===== src/rtl/pong_pkg.sv =====
// Shared types and constants for the pong match sequencer and its datapath neighbours.
package pong_pkg;

    typedef enum logic [2:0] {
        ST_IDLE       = 3'd0,
        ST_SERVE_WAIT = 3'd1,
        ST_RALLY      = 3'd2,
        ST_POINT      = 3'd3,
        ST_GAME_OVER  = 3'd4
    } game_state_e;

    localparam logic [1:0] WINNER_NONE  = 2'b00;
    localparam logic [1:0] WINNER_LEFT  = 2'b01;
    localparam logic [1:0] WINNER_RIGHT = 2'b10;

    localparam logic SERVE_LEFT  = 1'b0;
    localparam logic SERVE_RIGHT = 1'b1;

endpackage


===== src/rtl/game_round_controller_if.sv =====
// Event inputs and game-flow outputs between the round controller and the rest of the pong design.
interface game_round_controller_if;

    logic       frame_tick;
    logic       start_btn;
    logic       pause_btn;
    logic       miss_left;
    logic       miss_right;
    logic       game_start;
    logic       serve;
    logic       serve_dir;
    logic       ball_enable;
    logic [3:0] score_left;
    logic [3:0] score_right;
    logic [1:0] winner;
    logic [2:0] state_o;

    modport master (
        output frame_tick, start_btn, pause_btn, miss_left, miss_right,
        input  game_start, serve, serve_dir, ball_enable,
               score_left, score_right, winner, state_o
    );

    modport slave (
        input  frame_tick, start_btn, pause_btn, miss_left, miss_right,
        output game_start, serve, serve_dir, ball_enable,
               score_left, score_right, winner, state_o
    );

endinterface


===== src/rtl/game_round_controller_frame_timer.sv =====
// Loadable 8-bit down-counter clocked by frame ticks; done while the count sits at zero.
module frame_timer (
    input  logic       clk_25MHz,
    input  logic       reset_n,
    input  logic       frame_tick,
    input  logic       load,
    input  logic       hold,
    input  logic [7:0] value,
    output logic       done
);

    logic [7:0] count;

    // Load wins over a coincident tick, so the first tick after entry is never lost or doubled.
    always_ff @(posedge clk_25MHz or negedge reset_n) begin
        if (!reset_n) begin
            count <= 8'd0;
        end else if (load) begin
            count <= value;
        end else if (frame_tick && !hold && (count != 8'd0)) begin
            count <= count - 8'd1;
        end
    end

    assign done = (count == 8'd0);

endmodule


===== src/rtl/game_round_controller.sv =====
// Match-level sequencer for two-player pong: serve delay, rally, point award, game over, scores.
module game_round_controller
    import pong_pkg::*;
#(
    parameter int WIN_SCORE    = 7,
    parameter int SERVE_FRAMES = 60,
    parameter int OVER_FRAMES  = 180
) (
    input  logic                    clk_25MHz,
    input  logic                    reset_n,
    game_round_controller_if.slave  bus
);

    localparam logic [3:0] WIN_S      = 4'(WIN_SCORE);
    localparam logic [7:0] SERVE_LOAD = 8'(SERVE_FRAMES);
    localparam logic [7:0] OVER_LOAD  = 8'(OVER_FRAMES);

    function automatic logic [3:0] sat_inc(input logic [3:0] v);
        return (v >= WIN_S) ? v : v + 4'd1;
    endfunction

    game_state_e state, next_state;

    logic       game_start_q, game_start_d;
    logic       serve_q, serve_d;
    logic       serve_dir_q, serve_dir_d;
    logic       ball_enable_q, ball_enable_d;
    logic [3:0] score_left_q, score_left_d;
    logic [3:0] score_right_q, score_right_d;
    logic [1:0] winner_q, winner_d;
    logic       paused_q, paused_d;
    logic       point_right_q, point_right_d;

    logic       timer_load;
    logic [7:0] timer_value;
    logic       timer_done;
    logic [3:0] pend_score;
    logic [3:0] new_score;
    logic       point_won;
    logic       state_change;
    logic       single_miss;

    frame_timer u_frame_timer (
        .clk_25MHz  (clk_25MHz),
        .reset_n    (reset_n),
        .frame_tick (bus.frame_tick),
        .load       (timer_load),
        .hold       (paused_q),
        .value      (timer_value),
        .done       (timer_done)
    );

    assign pend_score  = point_right_q ? score_right_q : score_left_q;
    assign new_score   = sat_inc(pend_score);
    assign point_won   = (new_score == WIN_S);
    assign single_miss = bus.miss_left ^ bus.miss_right;

    always_ff @(posedge clk_25MHz or negedge reset_n) begin
        if (!reset_n) begin
            state <= ST_IDLE;
        end else begin
            state <= next_state;
        end
    end

    always_comb begin
        next_state = state;
        case (state)
            ST_IDLE: begin
                if (bus.start_btn) next_state = ST_SERVE_WAIT;
            end
            ST_SERVE_WAIT: begin
                if (timer_done && !paused_q) next_state = ST_RALLY;
            end
            ST_RALLY: begin
                if (!paused_q) begin
                    if (bus.miss_left && bus.miss_right) next_state = ST_SERVE_WAIT;
                    else if (single_miss)                next_state = ST_POINT;
                end
            end
            ST_POINT: begin
                next_state = point_won ? ST_GAME_OVER : ST_SERVE_WAIT;
            end
            ST_GAME_OVER: begin
                if (bus.start_btn)   next_state = ST_SERVE_WAIT;
                else if (timer_done) next_state = ST_IDLE;
            end
            default: next_state = ST_IDLE;
        endcase
    end

    always_comb begin
        game_start_d  = 1'b0;
        serve_d       = 1'b0;
        serve_dir_d   = serve_dir_q;
        score_left_d  = score_left_q;
        score_right_d = score_right_q;
        winner_d      = winner_q;
        point_right_d = point_right_q;
        state_change  = (next_state != state);

        // Any state change drops the pause so a new phase always starts running.
        paused_d = paused_q;
        if (state_change) begin
            paused_d = 1'b0;
        end else if (bus.pause_btn && (state == ST_SERVE_WAIT || state == ST_RALLY)) begin
            paused_d = ~paused_q;
        end

        case (state)
            ST_IDLE, ST_GAME_OVER: begin
                if (bus.start_btn) begin
                    game_start_d  = 1'b1;
                    score_left_d  = 4'd0;
                    score_right_d = 4'd0;
                    winner_d      = WINNER_NONE;
                    serve_dir_d   = SERVE_RIGHT;
                end
            end
            ST_SERVE_WAIT: begin
                if (next_state == ST_RALLY) serve_d = 1'b1;
            end
            ST_RALLY: begin
                if (!paused_q && single_miss) begin
                    point_right_d = bus.miss_left;
                    serve_dir_d   = bus.miss_left ? SERVE_LEFT : SERVE_RIGHT;
                end
            end
            ST_POINT: begin
                if (point_right_q) score_right_d = new_score;
                else               score_left_d  = new_score;
                if (point_won) winner_d = point_right_q ? WINNER_RIGHT : WINNER_LEFT;
            end
            default: ;
        endcase

        ball_enable_d = (next_state == ST_RALLY) && !paused_d;
        timer_load    = state_change &&
                        (next_state == ST_SERVE_WAIT || next_state == ST_GAME_OVER);
        timer_value   = (next_state == ST_GAME_OVER) ? OVER_LOAD : SERVE_LOAD;
    end

    always_ff @(posedge clk_25MHz or negedge reset_n) begin
        if (!reset_n) begin
            game_start_q  <= 1'b0;
            serve_q       <= 1'b0;
            serve_dir_q   <= SERVE_RIGHT;
            ball_enable_q <= 1'b0;
            score_left_q  <= 4'd0;
            score_right_q <= 4'd0;
            winner_q      <= WINNER_NONE;
            paused_q      <= 1'b0;
            point_right_q <= 1'b0;
        end else begin
            game_start_q  <= game_start_d;
            serve_q       <= serve_d;
            serve_dir_q   <= serve_dir_d;
            ball_enable_q <= ball_enable_d;
            score_left_q  <= score_left_d;
            score_right_q <= score_right_d;
            winner_q      <= winner_d;
            paused_q      <= paused_d;
            point_right_q <= point_right_d;
        end
    end

    assign bus.game_start  = game_start_q;
    assign bus.serve       = serve_q;
    assign bus.serve_dir   = serve_dir_q;
    assign bus.ball_enable = ball_enable_q;
    assign bus.score_left  = score_left_q;
    assign bus.score_right = score_right_q;
    assign bus.winner      = winner_q;
    assign bus.state_o     = state;

endmodule


===== src/flat_wrapper.sv =====
// flat-port wrapper written by rule: the top's interface ports become plain ports
module game_round_controller_flat import pong_pkg::*;
#(
    parameter int WIN_SCORE    = 7,
    parameter int SERVE_FRAMES = 60,
    parameter int OVER_FRAMES  = 180
)
  (clk_25MHz, reset_n, bus_frame_tick, bus_start_btn, bus_pause_btn, bus_miss_left, bus_miss_right, bus_game_start, bus_serve, bus_serve_dir, bus_ball_enable, bus_score_left, bus_score_right, bus_winner, bus_state_o);
  game_round_controller_if bus_i ();
  input  logic clk_25MHz;
  input  logic reset_n;
  input wire logic [$bits(bus_i.frame_tick)-1:0] bus_frame_tick;
  input wire logic [$bits(bus_i.start_btn)-1:0] bus_start_btn;
  input wire logic [$bits(bus_i.pause_btn)-1:0] bus_pause_btn;
  input wire logic [$bits(bus_i.miss_left)-1:0] bus_miss_left;
  input wire logic [$bits(bus_i.miss_right)-1:0] bus_miss_right;
  output wire logic [$bits(bus_i.game_start)-1:0] bus_game_start;
  output wire logic [$bits(bus_i.serve)-1:0] bus_serve;
  output wire logic [$bits(bus_i.serve_dir)-1:0] bus_serve_dir;
  output wire logic [$bits(bus_i.ball_enable)-1:0] bus_ball_enable;
  output wire logic [$bits(bus_i.score_left)-1:0] bus_score_left;
  output wire logic [$bits(bus_i.score_right)-1:0] bus_score_right;
  output wire logic [$bits(bus_i.winner)-1:0] bus_winner;
  output wire logic [$bits(bus_i.state_o)-1:0] bus_state_o;
  assign bus_i.frame_tick = bus_frame_tick;
  assign bus_i.start_btn = bus_start_btn;
  assign bus_i.pause_btn = bus_pause_btn;
  assign bus_i.miss_left = bus_miss_left;
  assign bus_i.miss_right = bus_miss_right;
  assign bus_game_start = bus_i.game_start;
  assign bus_serve = bus_i.serve;
  assign bus_serve_dir = bus_i.serve_dir;
  assign bus_ball_enable = bus_i.ball_enable;
  assign bus_score_left = bus_i.score_left;
  assign bus_score_right = bus_i.score_right;
  assign bus_winner = bus_i.winner;
  assign bus_state_o = bus_i.state_o;
  game_round_controller #(.WIN_SCORE(WIN_SCORE), .SERVE_FRAMES(SERVE_FRAMES), .OVER_FRAMES(OVER_FRAMES)) u_core (.clk_25MHz(clk_25MHz), .reset_n(reset_n), .bus(bus_i));
endmodule

===== config.mk =====
export PLATFORM = sky130hd
export DESIGN_NAME = game_round_controller_flat
export DESIGN_NICKNAME = d
export VERILOG_FILES = /design/src/rtl/pong_pkg.sv /design/src/rtl/game_round_controller_if.sv /design/src/rtl/game_round_controller_frame_timer.sv /design/src/rtl/game_round_controller.sv /design/src/flat_wrapper.sv
export SDC_FILE = /design/constraint.sdc
export NUM_CORES = 1
export LEC_CHECK = 0
export CORE_MARGIN = 8
export CORE_UTILIZATION = 59
export DETAILED_ROUTE_END_ITERATION = 10
export GPL_TIMING_DRIVEN = 0
export PLACE_DENSITY = 0.85
export SLEW_MARGIN = 40
export SYNTH_ARGS = -nofsm -noshare
export SYNTH_HDL_FRONTEND = slang
export SYNTH_HIERARCHICAL = 1
export SYNTH_SLANG_ARGS = --single-unit

===== constraint.sdc =====
create_clock -name clk_25MHz -period 7.1 [get_ports clk_25MHz]
set_clock_uncertainty 0.15 [all_clocks]
set_input_delay 1.775 -clock clk_25MHz [delete_from_list [all_inputs] [get_ports clk_25MHz]]
set_output_delay 1.775 -clock clk_25MHz [all_outputs]
set_load 0.005 [all_outputs]

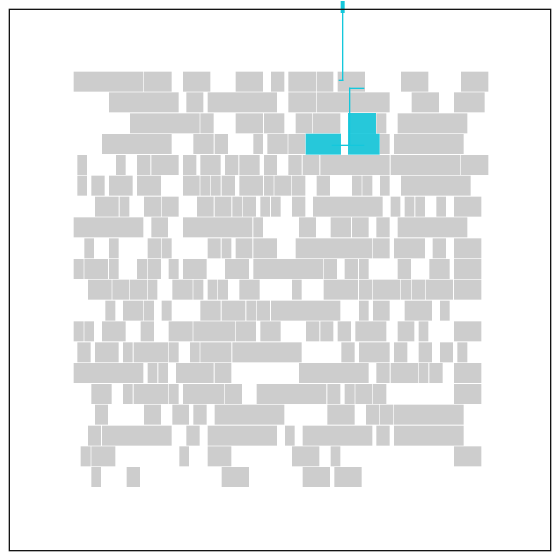
Fig. 1. I/O nets highlighted (run 1).
[cyan] bus_miss_left | direction: input | edge: top | end cells: 3 | buffers: 1 | wire: 22.9 um

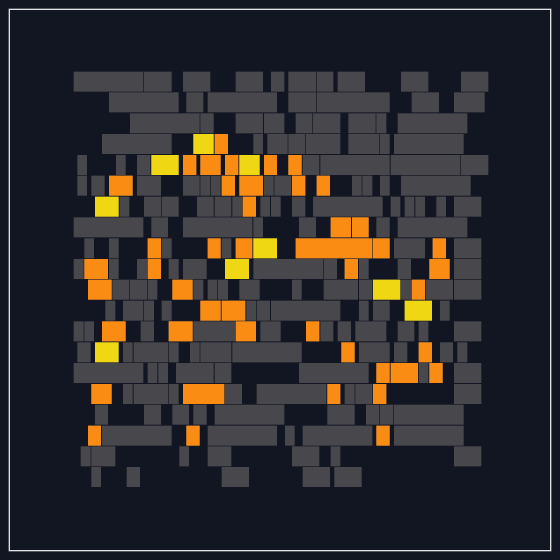
Fig. 2. Selected gate families (run 1).
[orange] aoi and oai cells | cells: 45
[yellow] non-inverting ao/oa cells | cells: 9

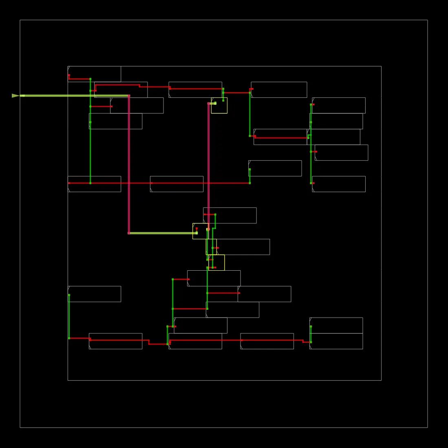
Fig. 3. Clock nets (run 1).
power in the clock group: 0.0648 mW
clock latency on the worst-skew pair: 0.32 ns
flip-flops: 27

==> Changelog: implementation, run 1 <==
## Flow update

* Cell Pwr Density at 267 nW/um^2
* GRT Util Overall at 15.9%
* RSZ-0062 raised after global routing: no
* Logic pwr share at 42.4%
* Largest stage delay on the critical path at 0.50 ns
* Initial antenna violation count at 0
* Comb area leader: simple AND/OR/NAND/NOR gates
* CP max-delay cell: clkdlybuf4s50_1
* DIE AREA at 4980 um^2
* Power, Total at 0.552 mW
* Flop pwr share at 45.9%
* Final setup fails at 0
* Synth top cells by count: 26 x dfrtp_1, 24 x nor2_1, 13 x nand2_1
* Area leader share at 37.0%
* Status: complete, no violations
* Post-Syn Instances at 201
* Switching part of the total at 39.5%
* Slew margin rel. at 50.0%
* Crit start category: input port
* Highest Clock Rate at 252 MHz
* Slew Viols, Final at 0
* DP Worst Slack at 2.77 ns
* Synth-to-layout area growth at 17.6%
* Seq/Total Area, Yosys at 38.5%
* Area leader, netlist: dfrtp_1
* Ant diodes at 0
* Min Tclk post-route at 3.97 ns
* Drt wl/cell at 14.5 um
* NumNets Final at 244
* Final Hold Fails at 0
* Distinct lib cells used at 50
* Worst Path Class, Setup: in -> reg
* Core area at 2950 um^2
* Vias in the first global route at 1519
* Clock Pin Slew Worst Setup and Hold Paths at 0.14 ns
* Ys cells at 201
* Share of layout cells above drive strength 1 at 9.91%
* # port buffers at 23
* Filler Cells Inserted at 266
* First-pass GRT wire length at 6560 um
* Period utilisation layout at 55.9%
* Cell area after synthesis at 1760 um^2
* Yosys adder share at 2.85%
* Met2 WL at 1920 um
* Placed insts at 261
* Setup WS post-layout at 3.13 ns
* XORs/XNORs by Area at 0%
* CP max FO at 10
* Clock Power Share at 11.7%
* CP required at 7.15 ns
* Ys flop type: dfrtp_1
* Met1 WL at 1710 um
* Final wirelength at 3850 um
* Synth Area in Simple Gates at 25.1%
* Worst path top cell family by delay: buffers and inverters
* Mux cell area share at 4.84%
* Post-route ant nets at 0
* Number of enable flip-flop cells at 0
* # rows at 20
* Register bit total from synthesis at 27
* # H-tree levels at 1
* Tool warnings at 27
* Finished Layout Cells at 265
* Pin count of the biggest net entering global routing at 28
* Worst path most repeated cell: clkbuf_1
* Vias per std cell at 6.07
* Max-cap violations at 0
* CTS Root Buffer Type: clkbuf_4
* Syn avg cell area at 8.74 um^2
* CTS sink cnt at 27
* TritonCTS clock tree: yes
* Worst min-delay path class: reg -> reg
* GPL Wtd Cong at 0.834
* Ranking of synthesized cells by area: dfrtp_1 37%, nor2_1 5.1%, a21oi_1 3.4%
* Pleak at 0.869 nW
* Design area at 2070 um^2
* Maximum VDD drop at 154 uV
* Top Layer Used: met4
* Post-layout util at 70.0%
* First DRT Iteration DRCs at 110
* Synth warn at 6
* Worst reg2reg setup slack at 4.04 ns
* P_sw at 0.218 mW
* Hold-fix buffers, CTS at 0
* Area post-placement at 2040 um^2
* Drt pass-1 iters at 4
* Compound Share, Synth at 22.2%
* Worst Tran Pin Value at 0.748 ns
* Dpl hpwl at 2940 um
* Post-synth area from yosys stat at 1760 um^2
* WHS at 0.391 ns
* Init Core Util at 59.5%
* Total number of vias at 1608
* Max clock buf depth at 2
* Post-synth ARST share at 100%
* Setup TNS at 0 ns
* Drt drc at 0
-- run 1: layout make-up --
class / count / area, um^2 / area share, %
Buffer: 10 / 57.6 / 2.79
Clock buffer: 3 / 22.5 / 1.09
Clock inverter: 1 / 5.00 / 0.242
Inverter: 13 / 48.8 / 2.36
Multi-Input combinational cell: 155 / 988 / 47.8
Sequential cell: 27 / 677 / 32.8
Tap cell: 33 / 41.3 / 2.00
Timing Repair Buffer: 23 / 225 / 10.9
-- run 1: registers in the layout, indices dropped and copies added (netlist names) --
name,count
u_core/u_frame_timer/count,8
u_core/bus.score_left,4
u_core/bus.score_right,4
u_core/bus.state_o,3
u_core/bus.winner,2
u_core/bus.ball_enable,1
u_core/bus.game_start,1
u_core/bus.serve,1
u_core/bus.serve_dir,1
u_core/paused_q,1
u_core/point_right_q,1
-- run 1: cells by family after synthesis --
kind of cell             Yosys count
AND-OR/OR-AND                     54
adder cells (fa/ha/maj)            4
buffers and inverters             23
flip-flops                        27
multiplexers                       8
other                              2
AND/OR/NAND/NOR                   83
-- run 1: power groups by stage --
stage | Sequential, mW | Combinational (mW) | Clock, mW
floorplan | 0.243 | 0.159 | 0
global placement | 0.255 | 0.227 | 0
detailed placement | 0.255 | 0.235 | 0
CTS | 0.253 | 0.235 | 0.0675
global route | 0.262 | 0.265 | 0.0732
finish | 0.253 | 0.234 | 0.0648
-- run 1: routing by layer --
metal	track usage (%)	vias up
met4	6.93	0
met1	18.6	770
met3	2.82	6
li1	-	792
met2	27.5	40
met5	0	-
-- run 1: worst register-to-register path, delay by kind of cell (launching register included) --
kind | cells | cell delay, ns
AND-OR/OR-AND | 4 | 1.07
adder cells (fa/ha/maj) | 1 | 0.29
buffers and inverters | 3 | 0.57
flip-flops | 1 | 0.37
multiplexers | 1 | 0.41
AND/OR/NAND/NOR | 2 | 0.17
-- run 1: layout by cell type (no fill, tap or decap), types with 5 or more instances in the layout --
master,n
dfrtp_1,26
nor2_1,24
clkdlybuf4s50_1,22
nand2_1,13
inv_1,12
a21oi_1,12
nand2b_1,9
nand3_1,8
o21ai_0,8
nor3_1,7
conb_1,6
buf_2,5
o21ai_1,5
-- run 1: path summary, 6_finish.rpt --
check,from,to,depth (start not counted)
setup / recovery,bus_miss_left,u_core/u_frame_timer/count[6],9
hold / removal,u_core/bus.serve_dir,u_core/bus.serve_dir,2
setup reg to reg,u_core/point_right_q,u_core/u_frame_timer/count[7],11
hold reg to reg,u_core/bus.serve_dir,u_core/bus.serve_dir,2
max in group asynchronous,reset_n,u_core/bus.score_left[0],1
min in group asynchronous,reset_n,u_core/u_frame_timer/count[6],1
Fig. 4: run 1, signal wires by layer
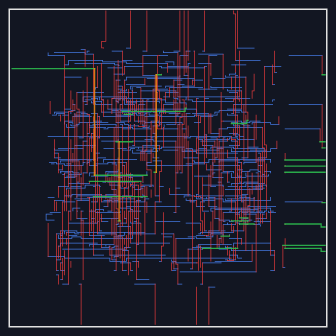

==> inputs of run 2 (changes only) <==
--- a/config.mk
+++ b/config.mk
@@ -6,10 +6,10 @@
 export NUM_CORES = 1
 export LEC_CHECK = 0
 export CORE_MARGIN = 8
-export CORE_UTILIZATION = 59
+export CORE_UTILIZATION = 49
 export DETAILED_ROUTE_END_ITERATION = 10
 export GPL_TIMING_DRIVEN = 0
-export PLACE_DENSITY = 0.85
+export PLACE_DENSITY = 0.75
 export SLEW_MARGIN = 40
 export SYNTH_ARGS = -nofsm -noshare
 export SYNTH_HDL_FRONTEND = slang
==> constraint.sdc (replaced) <==
create_clock -name clk_25MHz -period 3.6 [get_ports clk_25MHz]
set_clock_uncertainty 0.15 [all_clocks]
set_input_delay 0.9 -clock clk_25MHz [delete_from_list [all_inputs] [get_ports clk_25MHz]]
set_output_delay 0.9 -clock clk_25MHz [all_outputs]
set_load 0.005 [all_outputs]
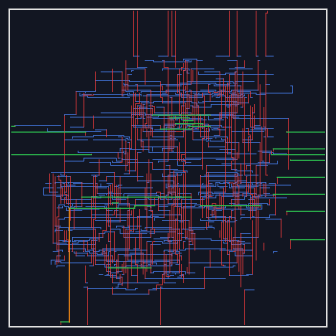
Fig. 5. Signal wires by layer (run 2).
[orange] metal 4 | wire length: 27.2 um
[red] metal 2 | wire length: 1890 um
[blue] metal 1 | wire length: 2070 um
[green] metal 3 | wire length: 235 um

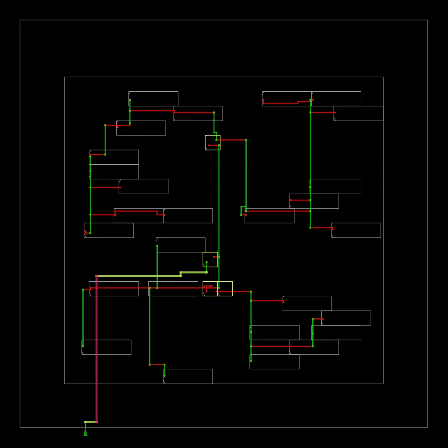
Fig. 6. Clock nets (run 2).
CTS sink cnt: 27
cts bufs inserted: 3

==> run 2 against run 1 <==
  * Critical path depth did not move
  * Worst setup slack lost 2.9 ns
  * Global-route usage shrank 0.15 points
  * Synthesized cell count unchanged
  * Hold slack improved by 0.0030 ns
  * Critical endpoint unchanged
  * Combinational power is 100% higher
  * Register-to-register slack got worse by 3.5 ns
==> Changelog: implementation, run 2 <==
## Flow update

* Status: complete, no violations
* Commonest non-fill, non-tap cell in the layout: dfrtp_1
* Seq/Total Area, Yosys at 38.5%
* Post-synth area from yosys stat at 1760 um^2
* TritonCTS clock tree: yes
* Max reg flops at 8
* Most frequent cells in the layout: 26 x dfrtp_1, 24 x nor2_1, 22 x clkdlybuf4s50_1
* Final setup fails at 0
* Max-cap violations at 0
* Distinct lib cells used at 50
* Ranking of synthesized cells by area: dfrtp_1 37%, nor2_1 5.1%, a21oi_1 3.4%
* Drt wl/cell at 15.2 um
* Worst path most repeated cell: clkbuf_1
* Postcts setup bufs at 0
* Synth-to-layout area growth at 19.2%
* Initial antenna violation count at 0
* Top-count cell post-synth: dfrtp_1
* Post-synth ARST share at 100%
* Switching part of the total at 40.7%
* Number of enable flip-flop cells at 0
* Period utilisation layout at 92.5%
* Synth top cells by count: 26 x dfrtp_1, 24 x nor2_1, 13 x nand2_1
* Drt drc at 0
* Filler Cells Inserted at 284
* Synth warn at 6
* Post-Syn Instances at 201
* Max clock buf depth at 2
* FF+latch area at 677 um^2
* Clock latency on the worst-skew pair at 0.34 ns
* Worst Tran Pin Value at 0.611 ns
* Crit start category: input port
* # rows at 21
* CTS Root Buffer Type: clkbuf_4
* Resized cells post-CTS at 0
* Total number of vias at 1586
* Pin count of the biggest net entering global routing at 28
* Slew margin rel. at 59.3%
* Clock Pin Slew Worst Setup and Hold Paths at 0.16 ns
* Largest reg by FF count: u_core/u_frame_timer/count
* Cell area after synthesis at 1760 um^2
* Grt met2 use at 24.4%
* Init Core Util at 51.8%
* Highest Clock Rate at 300 MHz
* Hold-fix buffers, CTS at 0
* Clock Power Share at 12.5%
* DIE HEIGHT at 75.9 um
* First DRT Iteration DRCs at 181
* Logic pwr share at 41.9%
* Busiest layer in global routing: met2
* RSZ-0062 raised after global routing: no
* WP buf/inv at 3
* Dpl hpwl at 3050 um
* CP required at 3.64 ns
* Maximum VDD drop at 296 uV
* Design area at 2090 um^2
* Vias in the first global route at 1543
* DIE AREA at 5760 um^2
* Final Hold Fails at 0
* GPL Wtd Cong at 0.887
* Setup TNS at 0 ns
* Flop pwr share at 45.7%
* Grt ovf at 0
* Crit path DAT at 3.37 ns
* Worst min-delay path class: in -> async
* Register bit total from synthesis at 27
* NumNets Final at 244
* Finished Layout Cells at 278
* Syn avg cell area at 8.74 um^2
* First-pass GRT wire length at 7060 um
* Final wirelength at 4220 um
* Ant diodes at 0
* Post-route ant nets at 0
* Largest stage delay on the critical path at 0.51 ns
* GRT Util Overall at 15.7%
* Cell Pwr Density at 534 nW/um^2
* Min Tclk post-route at 3.33 ns
* Pleak at 0.870 nW
* Chip width at 75.9 um
* P_sw at 0.454 mW
* Drt pass-1 iters at 4
* Area post-placement at 2050 um^2
* Gate Area at 997 um^2
* Ys flop type: dfrtp_1
* Area leader, netlist: dfrtp_1
* Placed insts at 274
* Area leader share at 37.0%
* Worst Path Class, Setup: in -> reg
* Worst path top cell family by delay: buffers and inverters
* Core area at 3390 um^2
* Vias per std cell at 5.71
* Slew Viols, Final at 0
* # H-tree levels at 1
* Share of layout cells above drive strength 1 at 9.91%
* Ys cells at 201
* CP max-delay cell: clkdlybuf4s50_1
* Tool warnings at 27
* M3 GR Usage at 2.11%
* Power, Total at 1.12 mW
* CP max FO at 10
* Internal cell power at 0.663 mW
* Crit-path cells: clkdlybuf4s50_1, ha_1, a21oi_1, o21ai_0, clkbuf_1, clkbuf_1, nor2_1, o2111ai_1, o311ai_0
* Crit. End Element: flip-flop
* Met1 Resource Use GR at 21.5%
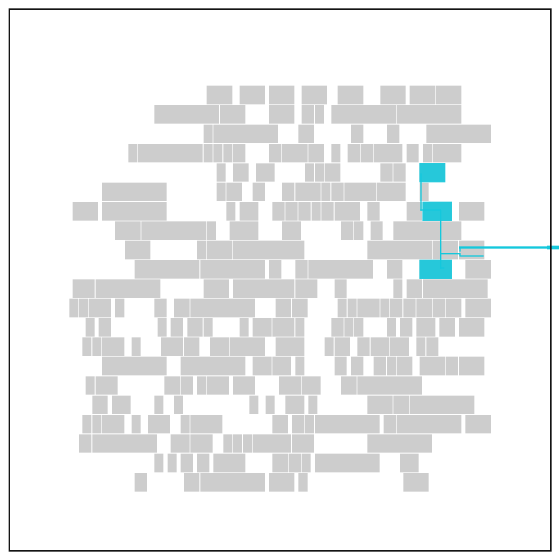
Fig. 7. I/O nets highlighted (run 2).
[cyan] bus_miss_left | direction: input | edge: right | end cells: 3 | buffers: 1 | wire: 35.5 um
# port buffers: 23
Ports: 24

-- run 2: logic make-up (layout without fill, tap and decap cells) --
family          count (synthesis)  count (layout)  synth area share (%)
buf+inv                        23              50                  6.05
other cells                     2               6                 0.428
compound gates                 54              54                  22.2
mux                             8               8                  4.84
fa+ha+maj                       4               4                  2.85
flops                          27              27                  38.5
simple gates                   83              83                  25.1
-- run 2: final cells by class --
cell class / count / share of cell area (%)
clock inverter: 1 / 0.359
multi-input combinational: 155 / 47.6
tap: 46 / 2.75
inverter: 13 / 2.33
clock buffer: 3 / 1.08
buffer: 10 / 2.75
sequential: 27 / 32.3
timing repair buffer: 23 / 10.8
-- run 2: per-layer routing --
| metal | vias to the layer above | routed length [um] | part of all wire, % |
|---|---|---|---|
| met5 | - | 0 | 0 |
| met4 | 0 | 27 | 0.64 |
| met3 | 2 | 234 | 5.5 |
| met2 | 36 | 1890 | 45 |
| met1 | 761 | 2070 | 49 |
| li1 | 787 | - | - |
-- run 2: stage by stage --
step	setup WS (ns)	hold WS, ns	utilization [%]
3_5_place_dp	-0.0252	0.373	60.6
4_1_cts	0.320	0.406	61.5
5_1_grt	0.124	0.418	61.8
2_1_floorplan	0.910	0.366	-
3_3_place_gp	0.00134	0.368	60.8
6_report	0.269	0.394	61.8
-- run 2: power groups by stage --
stage / logic, mW / clock network, mW / registers [mW]
2_1_floorplan: 0.314 / 0 / 0.480
3_3_place_gp: 0.452 / 0 / 0.506
3_5_place_dp: 0.466 / 0 / 0.508
4_1_cts: 0.466 / 0.145 / 0.503
5_1_grt: 0.529 / 0.155 / 0.526
6_report: 0.468 / 0.139 / 0.510
-- run 2: final timing paths --
check                           slack, ns                       endpoint  depth (start not counted)                  from
min in group clk_25MHz               0.40           u_core/bus.winner[0]                          2  u_core/bus.winner[0]
max in group asynchronous            2.50  u_core/u_frame_timer/count[7]                          1               reset_n
worst min-delay path                 0.39  u_core/u_frame_timer/count[5]                          1               reset_n
worst max register to register       0.54  u_core/u_frame_timer/count[7]                         11  u_core/point_right_q
worst max-delay path                 0.27  u_core/u_frame_timer/count[6]                          9         bus_miss_left
worst min register to register       0.40           u_core/bus.winner[0]                          2  u_core/bus.winner[0]
Power and IR drop assume default switching activity.
